==> config.mk <==
export PLATFORM = sky130hd
export DESIGN_NAME = dispatch_stage
export DESIGN_NICKNAME = d
export VERILOG_FILES = /design/src/rtl/core_pkg.sv /design/src/rtl/busy_table.sv /design/src/rtl/dispatch_stage.sv
export SDC_FILE = /design/constraint.sdc
export NUM_CORES = 1
export LEC_CHECK = 0
export ABC_AREA = 1
export CORE_AREA = 2 2 183 185
export CTS_CLUSTER_SIZE = 12
export DETAILED_ROUTE_END_ITERATION = 12
export DIE_AREA = 0 0 185 187
export GPL_ROUTABILITY_DRIVEN = 0
export PLACE_DENSITY = 0.55
export SLEW_MARGIN = 40
export SYNTH_ARGS = -nofsm -noshare
export SYNTH_HDL_FRONTEND = slang
export SYNTH_SLANG_ARGS = --single-unit
==> constraint.sdc <==
create_clock -name clk -period 7.3 [get_ports clk]
set_input_delay 1.46 -clock clk [delete_from_list [all_inputs] [get_ports clk]]
set_output_delay 1.46 -clock clk [all_outputs]
set_load 0.005 [all_outputs]
### Placed cells, one color a class, run 1

(2 px per micron) Fill, decap, tap and diode cells in gray.
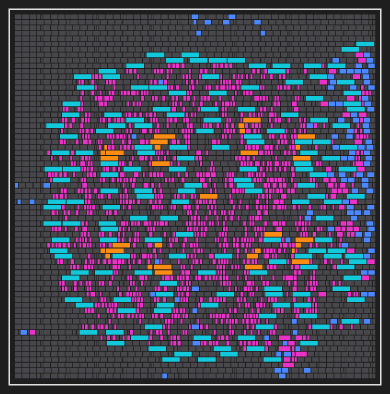
legend:
  orange:
    class: clock drivers and dummy loads
    cells: 32
    share_of_their_area: 5.0%
  blue:
    class: other buffers and delay cells
    cells: 110
    share_of_their_area: 9.0%
  magenta:
    class: combinational and other logic
    cells: 1259
    share_of_their_area: 50%
  cyan:
    class: flops
    cells: 166
    share_of_their_area: 36%
flop share of the area: 34.19%
FP Rows: 67
core area: 32860 sq um
Finished Cell Area: 12150 sq um

### Clock distribution, run 1

(3 px per micron)
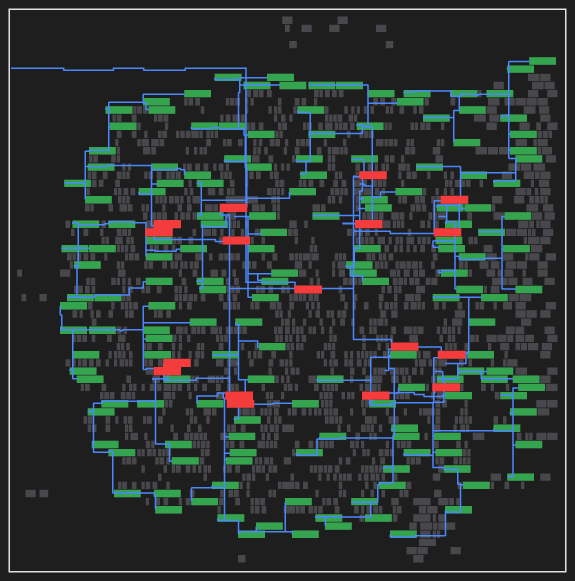
legend:
  green:
    item: flip-flops
    count: 166
  red:
    item: clock drivers
    count: 17
  blue:
    item: clock wires
    length: 2510 microns
routed clock nets: 18
flops lie: widely spread
Power Clock: 0.909 mW
Final Skew: 0.01378 ns

### Clock nets, run 1

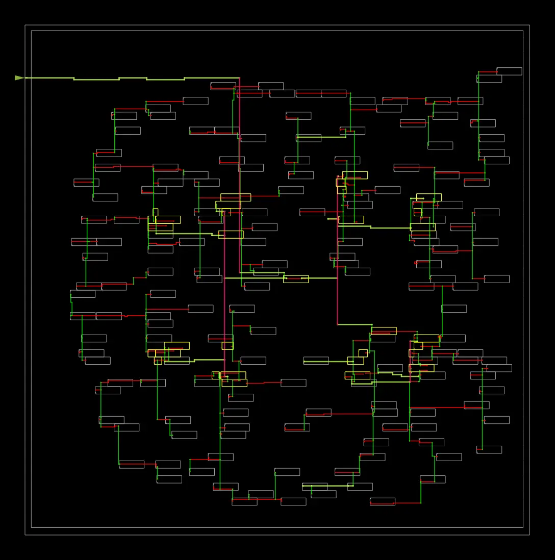
CTS sink cnt: 166
insertion delay to the later sink of the worst-skew pair: 0.45 ns

==> impl_metrics.toml, run 1 <==
# yosys + openroad results
[sta]
fmax_mhz = 215.5
finalWorstSetupSlack_ns = 2.660
finalSetupTns_ns = 0

[die]
io_pins = 91

[logic_synthesis]
ff_type = "dfrtp_1"
netlist_logic_family_top = "simple AND/OR/NAND/NOR gates"
top_area_cell = "dfrtp_1"
synthSimpleGateAreaFrac_pct = 27.62
ys_cells = 1513
syn_inst = 1513
postSynthSeqShare_pct = 40.35
yosysWarnings = 0
synthTopCellsByArea = "dfrtp_1 40%, nand2_1 16%, o21ai_0 10%"
syn-num-nets = 1564
synth.distinct_cells = 30
synth.avg_cell_area_sq_um = 6.803

[final_layout]
comb_area_share_pct = 43.19
ff_latch_area_sq_um = 4154
multiInputCombCellCount = 1110
final_nets = 1605
n_antenna_cell = 0
layout-drive-gt1-share_pct = 5.999

[route]
drc = 0
drt-met1-wl_microns = 17690
avgRoutedWirePerCell_microns = 20.13
vias_per_cell = 5.351

[worst_setup_path]
r2r_slack_ns = 4.10
crit_chain = "clkdlybuf4s50_1, nor3_1, a21boi_2, inv_1, nor3_1, clkdlybuf4s50_1"
r2r_cells = 11
slowest_delay_ns = 0.53
crit_type = "input port to output pin"
arrival_ns = 3.18

[global_route]
grt_pass1_vias = 10250
antenna_found_initial = 2

[cts]
htree_levels = 4
cts_made_buffers = 17
cts_hold_buf = 0

[power_and_ir_drop]
combPwrFrac_pct = 19.8
power-per-cell-area_nw_per_um2 = 198.5
maxPowerGroup = "registers"

[worst_hold_path]
hp-class = "flip-flop to flip-flop"

[status]
outcome = "complete, no violations"

[job]
cap_violations = 0
[run 1: per-stage QoR]
| step | instances | util, % |
|---|---|---|
| 6_report | 2015 | 36.97 |
| 3_5_place_dp | 1983 | 35.20 |
| 2_1_floorplan | 1513 | - |
| 3_3_place_gp | 1979 | 35.03 |
| 5_1_grt | 2015 | 36.97 |
| 4_1_cts | 2015 | 36.95 |
[run 1: cells in the final DEF, fill, tap and decap left out, drive strengths merged, types with 21 or more instances in the layout]
cell type and count:
o21ai 292, inv 151, clkdlybuf4s50 86, dfrtp 166, nor2 128, buf 24
nand2 444, o211ai 34, a21oi 26, nand3 105, nor3 21
[run 1: worst max-delay path, delay by kind of cell]
family          cells  cell delay (ns)
buf+inv             3             1.13
simple gates        2             0.36
compound gates      1             0.22
### Pin placement, run 1

(1.5 px per micron) Pins as bars across the die edge, other pins in gray.
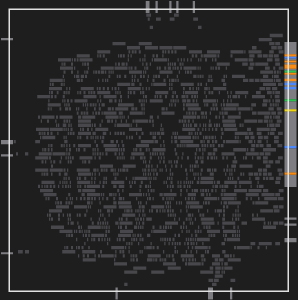

## Run 2: what changed since run 1
--- a/config.mk
+++ b/config.mk
@@ -11,7 +11,7 @@
 export DETAILED_ROUTE_END_ITERATION = 12
 export DIE_AREA = 0 0 185 187
 export GPL_ROUTABILITY_DRIVEN = 0
-export PLACE_DENSITY = 0.55
+export PLACE_DENSITY = 0.57
 export SLEW_MARGIN = 40
 export SYNTH_ARGS = -nofsm -noshare
 export SYNTH_HDL_FRONTEND = slang
==> constraint.sdc (replaced) <==
create_clock -name clk -period 4.1 [get_ports clk]
set_input_delay 0.82 -clock clk [delete_from_list [all_inputs] [get_ports clk]]
set_output_delay 0.82 -clock clk [all_outputs]
set_load 0.005 [all_outputs]
### Pin placement, run 2

(1.5 px per micron) Pins as bars across the die edge, other pins in gray.
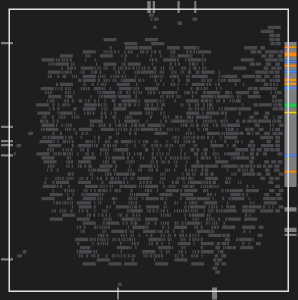
legend:
  orange:
    port: `rename_old_prd`
    pins: 7
    direction: input
    edge: east
  blue:
    port: `rename_rob_tag`
    pins: 4
    direction: input
    edge: east
  green:
    port: `rename_fu_type`
    pins: 2
    direction: input
    edge: east
  yellow:
    port: `out_prs1_rdy`
    pins: 1
    direction: output
    edge: east
all pins by edge: 76 east, 6 west, 5 north, 4 south
Port Buffer Count: 90
die width: 185 microns
Die Y: 187 microns

### Clock distribution, run 2

(3 px per micron)
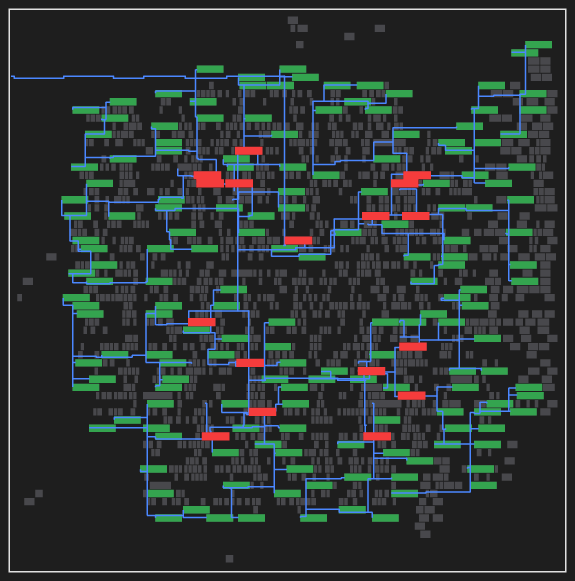
legend:
  red:
    item: clock drivers
    count: 17
  blue:
    item: clock wires
    length: 2440 microns
  green:
    item: flip-flops
    count: 166
flops lie: widely spread
routed clock nets: 18
insertion delay to the later sink of the worst-skew pair: 0.44 ns
Final Skew: 0.01099 ns

==> run 2 against run 1 <==
Critical endpoint is now rs_bru_valid. Critical path depth stayed put. Synthesized area did not move. Critical path type unchanged. Sequential share of layout area is 0.55 points lower. Setup slack worse by 1.9 ns. Via count rose by 0.75%. Synthesized cell count is the same. First-iteration DRC count is 1.6% higher. Clock power rose by 86%.
==> impl_metrics.toml, run 2 <==
# yosys + openroad results
[worst_setup_path]
crit_type = "input port to output pin"
path_buffers = 3
r2r_cells = 9
slowest_delay_ns = 0.53
crit_path_end_kind = "output pin"
crit_chain = "clkdlybuf4s50_1, nor3_1, a21boi_2, inv_1, nor3_1, clkdlybuf4s50_1"
r2r_slack_ns = 1.88
crit_cells = 6

[worst_hold_path]
hp-class = "flip-flop to flip-flop"

[power_and_ir_drop]
maxPowerGroup = "registers"
combPwrFrac_pct = 19.7
power-per-cell-area_nw_per_um2 = 355.2
clock_power_mw = 1.69

[job]
cap_violations = 0

[logic_synthesis]
yosysWarnings = 0
synthTopCellsByArea = "dfrtp_1 40%, nand2_1 16%, o21ai_0 10%"
synth.distinct_cells = 30
syn-num-nets = 1564
top_area_share_pct = 40.35
ff_type = "dfrtp_1"
ys_seq_elements = 166
synth.avg_cell_area_sq_um = 6.803
synthSimpleGateAreaFrac_pct = 27.62
syn_inst = 1513

[global_route]
grt_pass1_vias = 10280
antenna_found_initial = 0

[cts]
cts_made_buffers = 17
cts_sinks = 166
htree_levels = 4

[die]
io_pins = 91
row_count = 67
core_sq_um = 32860

[route]
vias_per_cell = 5.339
met3_length_microns = 3899
drt-met1-wl_microns = 16760
drc = 0

[status]
outcome = "complete, no violations"

[final_layout]
mostFrequentLayoutCell = "nand2_1"
final_nets = 1626
final_cell_mix = "439 x nand2_1, 211 x o21ai_0, 166 x dfrtp_1"
utilization_pct = 37.58
n_antenna_cell = 0

[sta]
fmax_mhz = 299.0
finalWorstSetupSlack_ns = 0.7555
==> run 2: cell counts after synthesis <==
Identical to the previous run, type by type.
==> run 2: cell type report <==
class                      count  area (sq um)  share of cell area (%)
multi-input combinational   1110          5210                   42.19
sequential                   166          4154                   33.64
timing repair buffer         131          1265                   10.24
inverter                     149         563.0                   4.560
tap                          448         560.5                   4.539
clock buffer                  20         446.7                   3.617
clock inverter                11         148.9                   1.206
==> run 2: per-stage QoR <==
stage / power (mW) / std cells / area [sq um]
2_1_floorplan: 2.301 / 1513 / 10300
5_1_grt: 4.584 / 2035 / 12350
3_3_place_gp: 2.695 / 2002 / 11700
3_5_place_dp: 2.713 / 2004 / 11750
4_1_cts: 4.394 / 2035 / 12350
6_report: 4.386 / 2035 / 12350
Power is estimated from default activity; no workload was simulated.
